## config.mk

```make
export PLATFORM = sky130hd
export DESIGN_NAME = wmst_burst_writer
export DESIGN_NICKNAME = d
export VERILOG_FILES = /design/src/rtl/wmst_burst_writer.sv
export SDC_FILE = /design/constraint.sdc
export NUM_CORES = 1
export LEC_CHECK = 0
export ABC_AREA = 1
export CORE_ASPECT_RATIO = 0.8
export CORE_MARGIN = 2
export CORE_UTILIZATION = 70
export CTS_CLUSTER_DIAMETER = 200
export DETAILED_ROUTE_END_ITERATION = 16
export DONT_BUFFER_PORTS = 1
export GPL_TIMING_DRIVEN = 0
export PLACE_DENSITY = 0.86
export SETUP_SLACK_MARGIN = 0.15
export SLEW_MARGIN = 10
export SYNTH_ARGS = -nofsm -noshare
export SYNTH_HDL_FRONTEND = slang
export SYNTH_SLANG_ARGS = --single-unit
```

## constraint.sdc

```tcl
create_clock -name clk -period 3.53 [get_ports clk]
set_input_delay 0.706 -clock clk [delete_from_list [all_inputs] [get_ports clk]]
set_output_delay 0.706 -clock clk [all_outputs]
set_load 0.01 [all_outputs]
```

## src/rtl/wmst_burst_writer.sv

```systemverilog
// Avalon-MM write master datapath: splits one transaction into bursts of at most
// BURST_LEN words and drains the show-ahead store FIFO onto the bus.
module wmst_burst_writer #(
   parameter int unsigned AW        = 12,
   parameter int unsigned DW        = 32,
   parameter int unsigned BURST_LEN = 16,
   parameter int unsigned BCW       = 5
) (
   input  logic            clk,
   input  logic            rst,
   input  logic            store_trans_start,
   input  logic [DW-1:0]   param_waddr,
   input  logic [AW-1:0]   param_iolen,
   output logic            store_trans_done,
   input  logic [DW-1:0]   fifo_rdata,
   input  logic            fifo_empty,
   output logic            fifo_rd,
   output logic [DW-1:0]   avm_address,
   output logic [BCW-1:0]  avm_burstcount,
   output logic            avm_write,
   output logic [DW-1:0]   avm_writedata,
   output logic [DW/8-1:0] avm_byteenable,
   input  logic            avm_waitrequest
);

   typedef enum logic [1:0] {
      IDLE  = 2'd0,
      SETUP = 2'd1,
      WRITE = 2'd2,
      DONE  = 2'd3
   } state_t;

   state_t         state, state_d;
   logic [DW-1:0]  address_d;
   logic [BCW-1:0] burstcount_d;
   logic [AW-1:0]  remaining, remaining_d;
   logic [BCW-1:0] beat, beat_d;
   logic           done_d;
   logic           accept;
   logic           last_beat;

   // Bus handshake is combinational so a beat can be accepted every cycle.
   assign avm_write      = (state == WRITE) && !fifo_empty;
   assign accept         = avm_write && !avm_waitrequest;
   assign fifo_rd        = accept;
   assign avm_writedata  = fifo_rdata;
   assign avm_byteenable = '1;
   assign last_beat      = (beat + BCW'(1)) == avm_burstcount;

   always_comb begin
      state_d      = state;
      address_d    = avm_address;
      burstcount_d = avm_burstcount;
      remaining_d  = remaining;
      beat_d       = beat;
      done_d       = 1'b0;
      case (state)
         IDLE: begin
            if (store_trans_start) begin
               address_d   = param_waddr;
               remaining_d = param_iolen;
               state_d     = SETUP;
            end
         end
         SETUP: begin
            if (remaining == '0) begin
               state_d = DONE;
               done_d  = 1'b1;
            end else begin
               burstcount_d = (remaining >= AW'(BURST_LEN)) ? BCW'(BURST_LEN)
                                                           : BCW'(remaining);
               beat_d       = '0;
               state_d      = WRITE;
            end
         end
         WRITE: begin
            if (accept) begin
               if (last_beat) begin
                  // Next burst starts right after this one; address wraps modulo 2^DW.
                  address_d   = avm_address + (DW'(avm_burstcount) << 2);
                  remaining_d = remaining - AW'(avm_burstcount);
                  if (remaining == AW'(avm_burstcount)) begin
                     state_d = DONE;
                     done_d  = 1'b1;
                  end else begin
                     state_d = SETUP;
                  end
               end else begin
                  beat_d = beat + BCW'(1);
               end
            end
         end
         DONE: begin
            state_d = IDLE;
         end
         default: begin
            state_d = IDLE;
         end
      endcase
   end

   always_ff @(posedge clk or negedge rst) begin
      if (!rst) begin
         state            <= IDLE;
         avm_address      <= '0;
         avm_burstcount   <= '0;
         remaining        <= '0;
         beat             <= '0;
         store_trans_done <= 1'b0;
      end else begin
         state            <= state_d;
         avm_address      <= address_d;
         avm_burstcount   <= burstcount_d;
         remaining        <= remaining_d;
         beat             <= beat_d;
         store_trans_done <= done_d;
      end
   end

endmodule

```

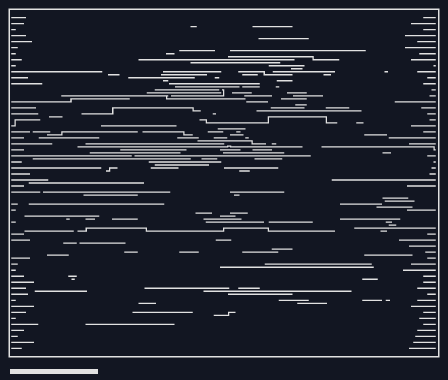
Fig. 1. The metal 3 layer (run 1).
The bar under the picture is 20 um long.
The layer holds 13% of the routed length. The layer carries 1900 um of wire. The wires run mostly horizontal.

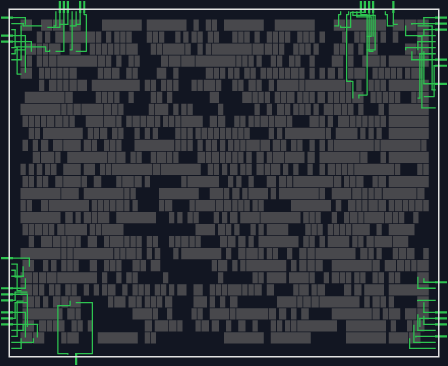
Fig. 2. Port wiring (run 1).
Key: avm_writedata = green [bits 32, direction output, edge 11 right, 10 top, 10 left, 1 bottom, end cells 0, buffers 32, wire 527 um]

==> CHANGELOG.md, run 1 <==
### Changed

* Worst min path class: primary input to async pin
* Sequential cell area at 0.00143 sq mm
* CTS tree: built
* MUX area fraction at 0%
* Number of enable flip-flop cells at 0
* Most instantiated logic cells after routing: 370 x nand2_1, 75 x nand3_1, 61 x nor2_1
* Met1 usage at 51.1%
* Total wire length at 14200 um
* Setup_tns at 0 ns
* Final setup margin at 0.439 ns
* Logic pwr share at 55.3%
* Ys async rst share at 100%
* Max IR drop VDD at 0.660 mV
* P_clk at 626 uW
* Critical path cell sequence: inv_1 > ha_1 > inv_1 > clkbuf_1 > clkbuf_1 > nor2_1
* Via count of the routed design at 5207
* Placed Cells at 869
* Hold Fails Final Rpt at 0
* Final #Nets at 890
* Router iterations before antenna repair at 6
* Aoi share at 5.45%
* Critical path type: register to output pin
* Final core utilization at 75.6%
* Vias in the first global route at 4652
* Status: completed
* M2 GR Usage at 57.5%
* Max layer used: met4
* Buffer and inverter count on the worst path at 4
* Ports at 157
* Hold slack final at 0.0387 ns
* Slew @ Worst Pin at 0.887 ns
* Pint at 2.11 mW
* Most common cell in the synthesized netlist: nand2_1
* Drt drc at 0
* Most flop-heavy register: avm_address
* FP Rows at 27
* Comb area share at 54.7%
* Seq share, synth at 29.6%
* Clock Latency Late Sink at 0.36 ns
* Clk tree area frac at 3.80%
* Dominant class by area: combinational gates
* Routed met2 length at 6130 um
* Post-Syn Area at 0.00482 sq mm
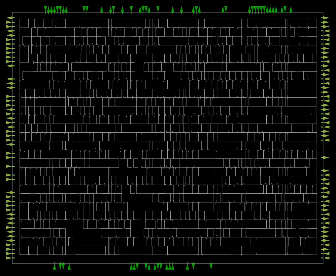
Fig. 3. Placement view (run 1).
core area: 0.00679 sq mm
# Taps: 87
filler cell count: 529
flip-flops: 57
fraction of area in registers: 27.8%

==> inputs of run 2 (changes only) <==
--- a/config.mk
+++ b/config.mk
@@ -6,14 +6,14 @@
 export NUM_CORES = 1
 export LEC_CHECK = 0
 export ABC_AREA = 1
+export CAP_MARGIN = 5
 export CORE_ASPECT_RATIO = 0.8
 export CORE_MARGIN = 2
-export CORE_UTILIZATION = 70
+export CORE_UTILIZATION = 50
 export CTS_CLUSTER_DIAMETER = 200
 export DETAILED_ROUTE_END_ITERATION = 16
 export DONT_BUFFER_PORTS = 1
 export GPL_TIMING_DRIVEN = 0
-export PLACE_DENSITY = 0.86
 export SETUP_SLACK_MARGIN = 0.15
 export SLEW_MARGIN = 10
 export SYNTH_ARGS = -nofsm -noshare
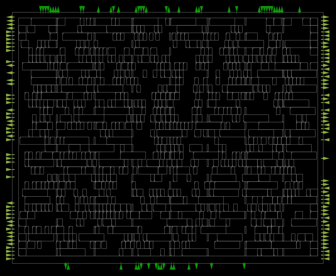
Fig. 4. Placement view (run 2).
final core utilization: 55.4%
# Taps: 119
FP Rows: 32
filler cell count: 957
Final Non-Filler Cells: 917

==> run 2 against run 1 <==
Register-to-register slack about the same. Highest routed layer unchanged. Synthesized cell count unchanged. Critical path type unchanged. Die size is 38% higher. Critical endpoint unchanged. Clock power grew about 40%. Critical path depth stayed put. Synthesized area is the same. Fmax increased by 0.65%. Clock skew shrank 0.0028 ns.
==> CHANGELOG.md, run 2 <==
### Changed

* Status: completed
* Seq share, synth at 29.6% (unchanged)
* Comb area share at 53.2% (-1.5 points)
* Met1 usage at 44.6% (-6.5 points)
* Drt drc at 0 (unchanged)
* Post-Syn Area at 0.00482 sq mm (unchanged)
* Number of enable flip-flop cells at 0 (unchanged)
* Hold Fails Final Rpt at 0 (unchanged)
* MUX area fraction at 0% (unchanged)
* Total wire length at 14800 um (+4.6%)
* Ports at 157 (unchanged)
* P_clk at 878 uW (+40%)
* Final #Nets at 890 (unchanged)
* Fraction of area in registers at 27.0% (-0.75 points)
* Critical path type: register to output pin
* Flip-flops at 57 (unchanged)
* Worst min path class: primary input to async pin
* Core area at 0.00953 sq mm (+40%)
* Most common cell in the synthesized netlist: nand2_1
* Ys async rst share at 100% (unchanged)
* Slew @ Worst Pin at 0.895 ns (+0.00803 ns)
* Aoi share at 5.45% (unchanged)
* Final setup margin at 0.458 ns (+0.0198 ns)
* Hold slack final at 0.0686 ns (+0.0299 ns)
* Router iterations before antenna repair at 5 (-1)
* Max IR drop VDD at 0.611 mV (-7.3%)
* Most flop-heavy register: avm_address
* Clk tree area frac at 5.64% (+1.8 points)
* Pint at 2.34 mW (+11%)
* Buffer and inverter count on the worst path at 4 (unchanged)
Power figures rest on the tool's default switching activity, not on a simulated workload.
